Fig. 1: run 1, routing congestion
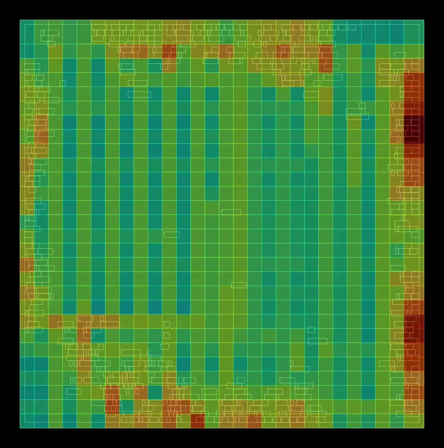
Fig. 2: run 1, M4 wires
Cells faint in the background.
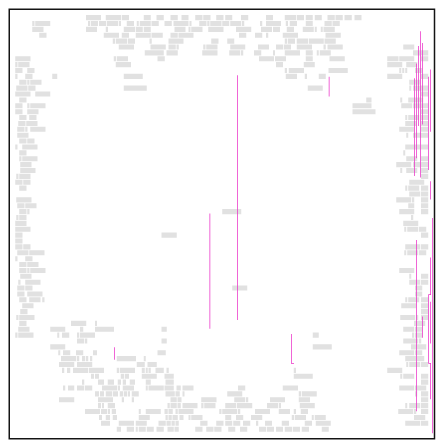
Fig. 3: run 1, sequential cells colored by netlist name
Other sequential cells in the stronger gray, the rest of the logic in the fainter gray.
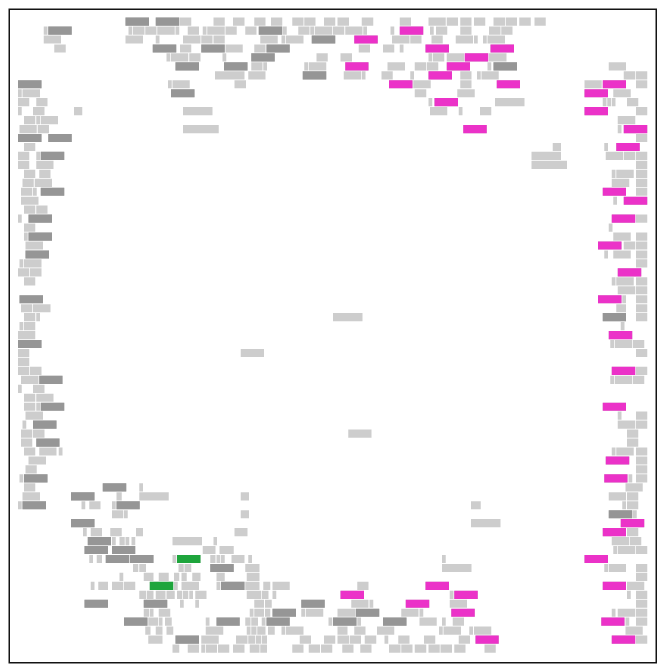
Fig. 4: run 1, clock network drawn from the DEF
Scale bar: 50 um.
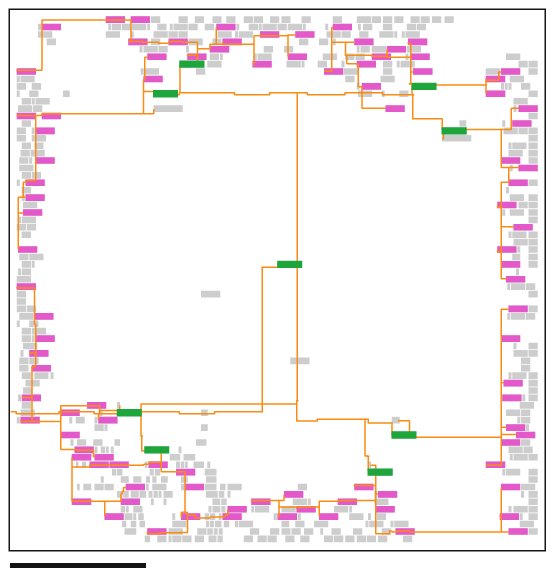
`src/rtl/simd_add_arbiter.sv`:
```
// Round-robin arbiter feeding a shared 4-lane SIMD adder; tags each result with its
// requester through a latency-matched tag pipeline and supports enable/drain quiescing.
//
// state  | meaning
// -------+-----------------------------------------------------------
// IDLE   | not granting, nothing in flight
// RUN    | granting one request per ce cycle, round-robin from ptr
// DRAIN  | not granting, waiting for in-flight results to return
module simd_add_arbiter #(
  parameter int NREQ  = 4,
  parameter int W     = 10,
  parameter int LANES = 4,
  parameter int LAT   = 2
) (
  input  logic                      ap_clk,
  input  logic                      ap_rst,
  input  logic                      ap_ce,
  input  logic                      en,
  input  logic [NREQ-1:0]           req_vld,
  output logic [NREQ-1:0]           req_rdy,
  input  logic [NREQ*LANES*W-1:0]   req_a,
  input  logic [NREQ*LANES*W-1:0]   req_b,
  output logic                      add_start,
  output logic [LANES*W-1:0]        add_a,
  output logic [LANES*W-1:0]        add_b,
  input  logic                      add_vld,
  input  logic [LANES*W-1:0]        add_z,
  output logic                      rsp_vld,
  output logic [$clog2(NREQ)-1:0]   rsp_id,
  output logic [LANES*W-1:0]        rsp_z,
  output logic                      idle,
  output logic                      err
);

  localparam int ID_W  = $clog2(NREQ);
  localparam int VW    = LANES * W;
  localparam int CNT_W = $clog2(LAT + 2);

  localparam logic [1:0] S_IDLE  = 2'd0;
  localparam logic [1:0] S_RUN   = 2'd1;
  localparam logic [1:0] S_DRAIN = 2'd2;

  logic [1:0]       state_q, state_d;
  logic [ID_W-1:0]  ptr_q, ptr_d;
  logic             add_start_q, add_start_d;
  logic [VW-1:0]    add_a_q, add_a_d, add_b_q, add_b_d;
  logic [ID_W-1:0]  add_id_q, add_id_d;
  logic [LAT-1:0]   tag_vld_q, tag_vld_d;
  logic [ID_W-1:0]  tag_id_q [LAT];
  logic [ID_W-1:0]  tag_id_d [LAT];
  logic [CNT_W-1:0] inflight_q, inflight_d;
  logic             err_q, err_d;

  logic [ID_W-1:0]  win_id, cand;
  logic             found, grant_en, transfer, inc, dec;
  logic [VW-1:0]    op_a [NREQ];
  logic [VW-1:0]    op_b [NREQ];

  for (genvar i = 0; i < NREQ; i++) begin : g_unpack
    assign op_a[i] = req_a[i*VW +: VW];
    assign op_b[i] = req_b[i*VW +: VW];
  end

  // First valid requester at or after ptr, wrapping.
  always_comb begin
    found  = 1'b0;
    win_id = ptr_q;
    cand   = '0;
    for (int k = 0; k < NREQ; k++) begin
      cand = ID_W'((int'(ptr_q) + k) % NREQ);
      if (!found && req_vld[cand]) begin
        found  = 1'b1;
        win_id = cand;
      end
    end
  end

  // en gates the grant directly so req_rdy drops in the same cycle en falls.
  assign grant_en = (state_q == S_RUN) && en && ap_ce && !ap_rst;
  assign transfer = grant_en && found;
  assign req_rdy  = transfer ? (NREQ'(1) << win_id) : '0;

  always_comb begin
    add_start_d = add_start_q;
    add_a_d     = add_a_q;
    add_b_d     = add_b_q;
    add_id_d    = add_id_q;
    ptr_d       = ptr_q;
    if (ap_ce) begin
      add_start_d = transfer;
      if (transfer) begin
        add_a_d  = op_a[win_id];
        add_b_d  = op_b[win_id];
        add_id_d = win_id;
        ptr_d    = (win_id == ID_W'(NREQ - 1)) ? '0 : win_id + 1'b1;
      end
    end
  end

  always_comb begin
    tag_vld_d = tag_vld_q;
    tag_id_d  = tag_id_q;
    if (ap_ce) begin
      tag_vld_d[0] = add_start_q;
      tag_id_d[0]  = add_id_q;
      for (int k = 1; k < LAT; k++) begin
        tag_vld_d[k] = tag_vld_q[k-1];
        tag_id_d[k]  = tag_id_q[k-1];
      end
    end
  end

  // A stray adder valid with nothing outstanding is flagged by err, not counted.
  assign inc = transfer;
  assign dec = add_vld && ap_ce && (inflight_q != '0);

  always_comb begin
    inflight_d = inflight_q;
    if (inc && !dec)      inflight_d = inflight_q + CNT_W'(1);
    else if (dec && !inc) inflight_d = inflight_q - CNT_W'(1);
  end

  // Leaving DRAIN looks at the post-edge count so idle rises right after the last result.
  always_comb begin
    state_d = state_q;
    if (ap_ce) begin
      case (state_q)
        S_IDLE:  if (en) state_d = S_RUN;
        S_RUN:   if (!en) state_d = S_DRAIN;
        S_DRAIN: begin
          if (en)                                         state_d = S_RUN;
          else if (inflight_d == '0 && !add_start_q)      state_d = S_IDLE;
        end
        default: state_d = S_IDLE;
      endcase
    end
  end

  assign err_d = err_q || (ap_ce && (add_vld != tag_vld_q[LAT-1]));

  always_ff @(posedge ap_clk) begin
    if (ap_rst) begin
      state_q     <= S_IDLE;
      ptr_q       <= '0;
      add_start_q <= 1'b0;
      add_a_q     <= '0;
      add_b_q     <= '0;
      add_id_q    <= '0;
      tag_vld_q   <= '0;
      tag_id_q    <= '{default: '0};
      inflight_q  <= '0;
      err_q       <= 1'b0;
    end else begin
      state_q     <= state_d;
      ptr_q       <= ptr_d;
      add_start_q <= add_start_d;
      add_a_q     <= add_a_d;
      add_b_q     <= add_b_d;
      add_id_q    <= add_id_d;
      tag_vld_q   <= tag_vld_d;
      tag_id_q    <= tag_id_d;
      inflight_q  <= inflight_d;
      err_q       <= err_d;
    end
  end

  // The counter is sized for the deepest possible pipeline; hitting the top is a bug.
  always @(posedge ap_clk) begin
    if (!ap_rst && inc && !dec) assert (inflight_q != {CNT_W{1'b1}});
  end

  assign add_start = add_start_q;
  assign add_a     = add_a_q;
  assign add_b     = add_b_q;
  assign rsp_vld   = add_vld && ap_ce;
  assign rsp_id    = tag_id_q[LAT-1];
  assign rsp_z     = add_z;
  assign idle      = (state_q == S_IDLE);
  assign err       = err_q;

endmodule

```
`config.mk`:
```
export PLATFORM = sky130hd
export DESIGN_NAME = simd_add_arbiter
export DESIGN_NICKNAME = d
export VERILOG_FILES = /design/src/rtl/simd_add_arbiter.sv
export SDC_FILE = /design/constraint.sdc
export NUM_CORES = 1
export LEC_CHECK = 0
export CAP_MARGIN = 5
export CORE_AREA = 2 2 194 196
export CTS_CLUSTER_SIZE = 28
export DETAILED_ROUTE_END_ITERATION = 8
export DIE_AREA = 0 0 196 198
export DONT_BUFFER_PORTS = 1
export SLEW_MARGIN = 0
export SYNTH_ARGS = -nofsm -noshare
export SYNTH_HDL_FRONTEND = slang
export SYNTH_SLANG_ARGS = --single-unit
```
`constraint.sdc`:
```
create_clock -name ap_clk -period 5.1 [get_ports ap_clk]
set_input_delay 0.765 -clock ap_clk [delete_from_list [all_inputs] [get_ports ap_clk]]
set_output_delay 0.765 -clock ap_clk [all_outputs]
set_load 0.02 [all_outputs]
```
==> flow_summary.ini, run 1 <==
; flow metrics
[timing]
finalHoldViolations = 0
max_slew_margin_pct = 31.0
final.period_utilization_pct = 69.1
tns_ns = 0
clock-skew-final_ns = 0.00996

[cells_and_area]
diodes = 0
area_share_nonclk_buffers_pct = 1.18
final-comb-area_sq_mm = 0.00363
final_layout_size_suffix_gt1_share_pct = 20.0
buffers = 7
final_cell_mix = 166 x mux2i_1, 96 x dfxtp_1, 87 x nand2_1
clk_share_pct = 4.60
fillers = 4055
sh_seq_area_pct = 29.3
register_area_sq_mm = 0.00192
final_util_pct = 17.7
largestClassByArea = multi-input combinational cells
fin_nets = 895

[detailed_routing]
met2_length_um = 8530
met3_length_um = 1750
antenna_left = 0
drt-total-wl_um = 18000
drt_iter0_markers = 174
routed.top_layer = met4
drcViolationCount = 0
avgViaCountPerCell = 4.43
dr.pass1.iters = 4

[clock_network]
cts_hold_buffers = 0
cts-buffers-inserted = 9
cts_setup_buffers = 0
cts_max_level = 3
cts.reportedPaths.clkPinSlew_ns = 0.07
cts_root_buffer = clkbuf_16
clk_latency_ns = 0.36
post_cts_resize_count = 0

[yosys]
fa_ha_area_share_pct = 1.16
ff_type = dfxtp_1
top_logic_kind = multiplexers
ys_async_sr_fraction_pct = 0
simple_gate_share_pct = 8.91
syn_avg_cell_area_sq_um = 10.6
ys_chip_area_sq_mm = 0.00625
top_cells_by_count = 166 x mux2i_1, 96 x dfxtp_1, 89 x nand2_1, 78 x o221ai_2, 43 x buf_4
netlist_instances = 591
syn_area_sq_mm = 0.00625
edf_count = 0

[global_routing]
overflow = 0
grt_pass1_wl_um = 25200
grt_max_degree = 95
grt_use_met1_pct = 9.53
grt_pass1_vias = 4204

[power]
p_int_mw = 1.28
ir_worst_vdd_v = 0.000149
power_density_mw_per_mm2 = 264
leakage_nw = 2.05
seqPwrFrac_pct = 45.7
p_comb_mw = 0.206

[run]
warning_count = 29

[placement]
dp_cells = 984
gp_congestion = 0.728
place_ws_ns = 1.49

[setup_path]
reg2reg_to = add_b[37]
critPathMaxStageDelay_ns = 0.55
worst_r2r_path_depth = 7
crit_buf_inv = 1
cp-start-kind = register
cp.required_ns = 4.34
slowest_stage = inv_8
worstPathArrival_ns = 2.76
critPathTopFamily = simple AND/OR/NAND/NOR gates
crit_end = req_rdy[3]
cp.depth = 6
rrSetupSlack_ns = 1.86

[die]
row_count = 71
core_sq_mm = 0.0370

[worst_hold_path]
hold_path.startpoint = add_id_q[1]

[status]
run_status = finished clean
-- Fig. 1 (at the start) --
M2 GR Usage: 13.9%
GRT busiest layer: met2
total track usage: 8.72%
met3 usage: 3.95%
routed len/inst: 18.1 um

-- Fig. 2 (at the start) --
main direction = vertical
wire length on this layer = 778 um
share of all routed wire = 4.3%

-- Fig. 3 (at the start) --
state_q -> green  # sequential cells 2
add_b -> magenta  # sequential cells 40
not colored = 54

-- Fig. 4 (at the start) --
clock drivers -> green  # count 9
clock wires -> orange  # length 1720 um
flip-flops -> magenta  # count 96
routed clock nets = 10
flops lie = all over the die

Fig. 5: run 1, I/O pins on the die edge
Pins as bars across the die edge, other pins in gray.
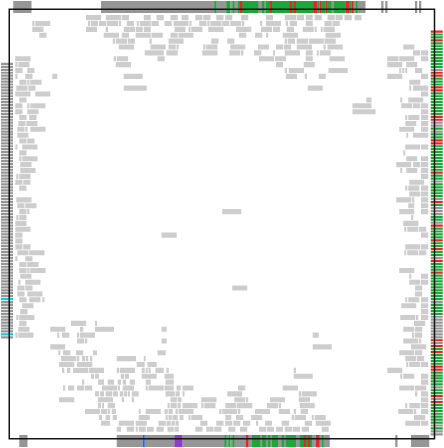

--- run 2 (diff from run 1) ---
==> constraint.sdc (replaced) <==
create_clock -name ap_clk -period 3.4 [get_ports ap_clk]
set_input_delay 0.51 -clock ap_clk [delete_from_list [all_inputs] [get_ports ap_clk]]
set_output_delay 0.51 -clock ap_clk [all_outputs]
set_load 0.02 [all_outputs]
Fig. 6: run 2, I/O pins on the die edge
Pins as bars across the die edge, other pins in gray.
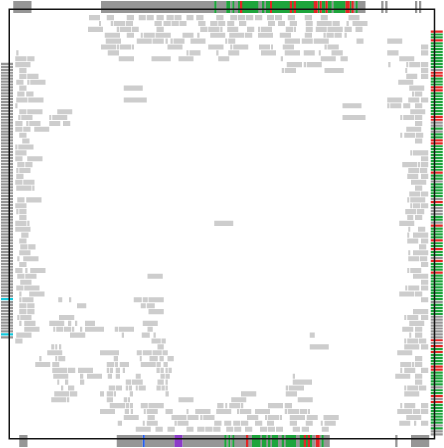
idle -> blue  # pins 1, direction output, edge bottom
req_vld -> purple  # pins 4, direction input, edge bottom
rsp_id -> cyan  # pins 2, direction output, edge left
add_b -> red  # pins 40, direction output, edge 24 right, 11 top, 5 bottom
req_b -> green  # pins 160, direction input, edge 88 right, 48 top, 24 bottom

==> run 2 against run 1 <==
Effect of this change:
- via count fell by 0.25%
- sequential share of layout area fell by 0.27 points
- first-iteration DRC count fell by 7.5%
- clock power rose by 55%
- critical endpoint unchanged
- largest power group unchanged
- utilization rose by 0.17 points
- count of clock-buffer cells in the layout did not move
- global-route usage rose by 0.13 points
==> flow_summary.ini, run 2 <==
; flow metrics
[cells_and_area]
largestClassByArea = multi-input combinational cells
final_util_pct = 17.9
fin_nets = 897
fillers = 4052
diodes = 0
final-comb-area_sq_mm = 0.00363
buffers = 9
area_share_nonclk_buffers_pct = 1.97
sh_seq_area_pct = 29.0
final_cell_mix = 166 x mux2i_1, 96 x dfxtp_1, 87 x nand2_1
clk_share_pct = 4.69
final_layout_size_suffix_gt1_share_pct = 20.5

[detailed_routing]
drt-total-wl_um = 18100
antenna_left = 0
drcViolationCount = 0
met3_length_um = 1790
avgViaCountPerCell = 4.41
routed.top_layer = met4
dr.pass1.iters = 4

[setup_path]
cp.depth = 6
worst_r2r_path_depth = 7
worstPathArrival_ns = 2.29
cp.required_ns = 2.89
slowest_stage = or4_1
critPathTopFamily = simple AND/OR/NAND/NOR gates
cp-start-kind = register
rrSetupSlack_ns = 0.83

[power]
p_int_mw = 1.94
power_density_mw_per_mm2 = 399
ir_worst_vdd_v = 0.000234
leakage_nw = 2.07
p_comb_mw = 0.313

[clock_network]
cts-buffers-inserted = 9
clk_latency_ns = 0.36
cts_setup_buffers = 0
post_cts_resize_count = 0
cts_hold_buffers = 0
cts_max_level = 3

[yosys]
syn_avg_cell_area_sq_um = 10.6
edf_count = 0
netlist_instances = 591
top_logic_kind = multiplexers
ff_type = dfxtp_1
ys_chip_area_sq_mm = 0.00625
fa_ha_area_share_pct = 1.16
simple_gate_share_pct = 8.91
syn_area_sq_mm = 0.00625
ys_async_sr_fraction_pct = 0

[run]
warning_count = 29

[global_routing]
grt_pass1_vias = 4413
grt_use_met2_pct = 14.4
grt_pass1_wl_um = 25700
grt_util_all_layers_pct = 8.85
grt_use_met1_pct = 9.45
gr-usage-met3_pct = 3.88
grt_max_degree = 82
grt-busiest-layer = met2
overflow = 0

[placement]
place_ws_ns = 0.705
gp_congestion = 0.727
dp_cells = 986

[timing]
final.period_utilization_pct = 82.5
max_slew_margin_pct = 56.9
clock-skew-final_ns = 0.00758
finalHoldViolations = 0
tns_ns = 0

[status]
run_status = finished clean

[worst_hold_path]
hold_path.startpoint = ap_rst

[die]
core_sq_mm = 0.0370
Power and IR drop assume default switching activity.
